==> images/layer_met2.png <==
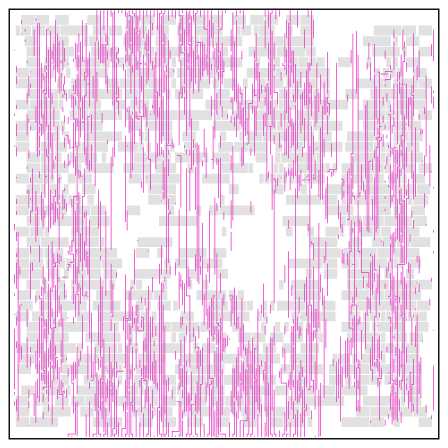
==> images/io_fan.png <==
The bar under the picture is 20 microns long.
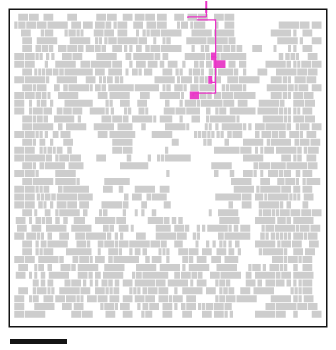
### src/rtl/mem_arbiter.sv
// Two-port arbiter/sequencer sharing one SPI memory engine between the CPU (port 0) and debug loader (port 1).
// Define MEM_ARB_ROUND_ROBIN_EN for round-robin contention; otherwise port 0 has fixed priority.
//
// state   | meaning
// IDLE    | sample requests, latch winner's operands, set its gnt
// ISSUE   | operands presented; mem_start rises on the next cycle
// WAIT    | mem_start held until mem_done, then done pulse
// RELEASE | gnt held until the engine drops mem_done
module mem_arbiter #(
  parameter int ADDR_W = 24
) (
  input  logic        clk,
  input  logic        rst_n,
  input  logic        req0,
  input  logic        req1,
  input  logic [31:0] addr0,
  input  logic [31:0] addr1,
  input  logic        wr0,
  input  logic        wr1,
  input  logic [31:0] wdata0,
  input  logic [31:0] wdata1,
  input  logic [2:0]  nbytes0,
  input  logic [2:0]  nbytes1,
  output logic        done0,
  output logic        done1,
  output logic        err0,
  output logic        err1,
  output logic [31:0] rdata,
  output logic        gnt0,
  output logic        gnt1,
  output logic        busy,
  output logic        mem_start,
  output logic [31:0] mem_addr,
  output logic        mem_is_write,
  output logic [31:0] mem_wdata,
  output logic [2:0]  mem_nbytes,
  input  logic        mem_done,
  input  logic [31:0] mem_rdata
);

  localparam logic [31:0] ADDR_MASK =
    (ADDR_W >= 32) ? 32'hFFFF_FFFF : ((32'd1 << ADDR_W) - 32'd1);

  typedef enum logic [1:0] {
    S_IDLE    = 2'd0,
    S_ISSUE   = 2'd1,
    S_WAIT    = 2'd2,
    S_RELEASE = 2'd3
  } state_t;

  state_t      state, state_next;
  logic        owner;
  logic [31:0] lat_addr;
  logic        lat_wr;
  logic [31:0] lat_wdata;
  logic [2:0]  lat_nbytes;

  logic        any_req;
  logic        pick;
  logic [31:0] sel_addr;
  logic        sel_wr;
  logic [31:0] sel_wdata;
  logic [2:0]  sel_nbytes;
  logic        sel_legal;

  assign any_req = req0 | req1;

`ifdef MEM_ARB_ROUND_ROBIN_EN
  // rr_ptr names the port that wins the next simultaneous request
  logic rr_ptr;

  always_comb begin
    if (req0 && req1) pick = rr_ptr;
    else              pick = ~req0;
  end
`else
  always_comb pick = ~req0;
`endif

  always_comb begin
    sel_addr   = pick ? addr1   : addr0;
    sel_wr     = pick ? wr1     : wr0;
    sel_wdata  = pick ? wdata1  : wdata0;
    sel_nbytes = pick ? nbytes1 : nbytes0;
    sel_legal  = (sel_nbytes == 3'd1) || (sel_nbytes == 3'd2) || (sel_nbytes == 3'd4);
  end

  always_ff @(posedge clk) begin
    if (!rst_n) state <= S_IDLE;
    else        state <= state_next;
  end

  always_comb begin
    state_next = state;
    case (state)
      S_IDLE:    if (any_req) state_next = sel_legal ? S_ISSUE : S_RELEASE;
      S_ISSUE:   state_next = S_WAIT;
      S_WAIT:    if (mem_done) state_next = S_RELEASE;
      S_RELEASE: if (!mem_done) state_next = S_IDLE;
      default:   state_next = S_IDLE;
    endcase
  end

  always_ff @(posedge clk) begin
    if (!rst_n) begin
      owner      <= 1'b0;
      lat_addr   <= 32'd0;
      lat_wr     <= 1'b0;
      lat_wdata  <= 32'd0;
      lat_nbytes <= 3'd0;
      gnt0       <= 1'b0;
      gnt1       <= 1'b0;
      done0      <= 1'b0;
      done1      <= 1'b0;
      err0       <= 1'b0;
      err1       <= 1'b0;
      rdata      <= 32'd0;
      mem_start  <= 1'b0;
`ifdef MEM_ARB_ROUND_ROBIN_EN
      rr_ptr     <= 1'b0;
`endif
    end else begin
      done0 <= 1'b0;
      done1 <= 1'b0;
      err0  <= 1'b0;
      err1  <= 1'b0;
      case (state)
        S_IDLE: begin
          if (any_req) begin
            owner      <= pick;
            lat_addr   <= sel_addr & ADDR_MASK;
            lat_wr     <= sel_wr;
            lat_wdata  <= sel_wdata;
            lat_nbytes <= sel_nbytes;
            gnt0       <= ~pick;
            gnt1       <= pick;
`ifdef MEM_ARB_ROUND_ROBIN_EN
            rr_ptr     <= ~pick;
`endif
            // Illegal size completes at once without touching memory
            if (!sel_legal) begin
              done0 <= ~pick;
              done1 <= pick;
              err0  <= ~pick;
              err1  <= pick;
            end
          end
        end
        S_ISSUE: mem_start <= 1'b1;
        S_WAIT: begin
          if (mem_done) begin
            mem_start <= 1'b0;
            done0     <= ~owner;
            done1     <= owner;
            if (!lat_wr) rdata <= mem_rdata;
          end
        end
        S_RELEASE: begin
          if (!mem_done) begin
            gnt0 <= 1'b0;
            gnt1 <= 1'b0;
          end
        end
        default: ;
      endcase
    end
  end

  always_comb begin
    busy         = (state != S_IDLE);
    mem_addr     = lat_addr;
    mem_is_write = lat_wr;
    mem_wdata    = lat_wdata;
    mem_nbytes   = lat_nbytes;
  end

endmodule

### config.mk
export PLATFORM = sky130hd
export DESIGN_NAME = mem_arbiter
export DESIGN_NICKNAME = d
export VERILOG_FILES = /design/src/rtl/mem_arbiter.sv
export SDC_FILE = /design/constraint.sdc
export NUM_CORES = 1
export LEC_CHECK = 0
export ABC_AREA = 1
export CORE_UTILIZATION = 36
export DETAILED_ROUTE_END_ITERATION = 12
export GPL_TIMING_DRIVEN = 0
export PLACE_DENSITY = 0.79
export SETUP_SLACK_MARGIN = 0.5
export SLEW_MARGIN = 20
export SYNTH_ARGS = -nofsm -noshare
export SYNTH_HDL_FRONTEND = slang
export SYNTH_SLANG_ARGS = --single-unit
export TNS_END_PERCENT = 30
### constraint.sdc
create_clock -name clk -period 1.6 [get_ports clk]
set_input_delay 0.16 -clock clk [delete_from_list [all_inputs] [get_ports clk]]
set_output_delay 0.16 -clock clk [all_outputs]
set_load 0.01 [all_outputs]
==> results.txt <==
Flow results are below.

- The final instance area is 0.007795 sq mm, for reference.
- The detailed router placed 5017 vias in this run.
- The report lists the number of standard-cell rows as 39.
- The count of clock-net buffers in the final layout is 14, for reference.
- The flow ran to the end, and the final reports show no timing, DRC or antenna violations.
- The worst slack at placement is -0.03807 ns, for reference.
- The leakage power figure is 3.188 nW, for reference.
- The storage element area is 0.002048 sq mm, for reference.
- The total area inside the core boundary comes to 0.01137 sq mm.
- The startpoint of the most critical setup path is state[0], for reference.
- Sorting the Yosys area breakdown by cell type puts at the top sky130_fd_sc_hd__dfxtp_1.
- The layout has 326 buffers outside the clock class.
- Counting flops with an async set or reset pin after synthesis yields a share of 0%.
- RePlAce ended its routability-driven mode at a weighted congestion of 0.7998.
- The kind of start point of the critical path is a flip-flop, for reference.
- For this configuration, the core starts out at a cell density of 36.92%.
- Between the synthesized netlist and the finished layout, the area growth was recorded as 85.69%.
- The total number of yosys warnings is 0, for reference.
- The setup violation total in the final timing report is 0, for reference.
- Max-cap violations in this run came to 0.
- The die boundary width is 110.0 microns, for reference.
- The buffer share of cell area is 41.57%, for reference.
- TritonCTS built the clock tree.
- The number of buffers added by the clock tree synthesis step is 9, for reference.
Back to the opening pictures, layer_met2.png:
main direction: vertical
wire length on this layer: 8350 microns
share of all routed wire: 51%
nets with wire on the layer: 874
longest straight run: 54.4 microns

Back to the opening pictures, io_fan.png:
legend:
  `mem_done`:
    color: magenta
    direction: input
    edge: top
    end_cells: 4
    buffers: 1
    wire: 53.9 microns
PortBufs: 254
IO Count: 281

worst max-delay path, stage by stage, from the launching register on:
cell	delay, ns
sky130_fd_sc_hd__dfxtp_2	0.34
sky130_fd_sc_hd__inv_4	0.08
sky130_fd_sc_hd__ha_4	0.13
sky130_fd_sc_hd__buf_6	0.10
sky130_fd_sc_hd__inv_6	0.04
sky130_fd_sc_hd__nor2_4	0.15
sky130_fd_sc_hd__buf_12	0.19
sky130_fd_sc_hd__clkbuf_16	0.15
sky130_fd_sc_hd__o21ai_1	0.06
sky130_fd_sc_hd__a31oi_1	0.18
where the power goes:
part	total, mW	internal [mW]	switching, mW
Sequential	3.80	3.33	0.471
Clock	2.03	1.13	0.901
Combinational	5.70	3.18	2.53
Total	11.5	7.64	3.90
logic make-up after synthesis:
kind of cell / count (synthesis) / synth area share, %
compound gates: 165 / 21.49
buf+inv: 70 / 8.554
simple gates: 217 / 20.03
fa+ha+maj: 4 / 1.192
other cells: 1 / 0.08933
flops: 102 / 48.64
timing repair:
action	CTS	global route
endpoints found under the setup margin	197	199
buffers inserted	7	6
gates cloned	3	5
pin swaps	2	10
resized	41	53
layer usage:
| layer | share of wire (%) | global-route usage (%) | routed length (microns) |
|---|---|---|---|
| met2 | 51 | 47.14 | 8351 |
| met5 | 0 | 0 | 0 |
| met3 | 9.1 | 7.937 | 1483 |
| met4 | 2.1 | 10.67 | 338 |
| met1 | 37 | 26.06 | 6103 |
placed cells by master, fill, tap and decap left out, drive strengths merged, types with 4 or more instances in the layout:
master,synthesis,routed
clkdlybuf4s50,0,251
nand2,138,138
dfxtp,102,102
o21ai,94,94
nor2,73,73
a31oi,57,57
buf,28,52
clkbuf,23,36
inv,19,19
a21oi,12,12
conb,1,8
nand3,5,5
ha,4,4
No activity file was given, so power comes from the tool's default toggle rates.
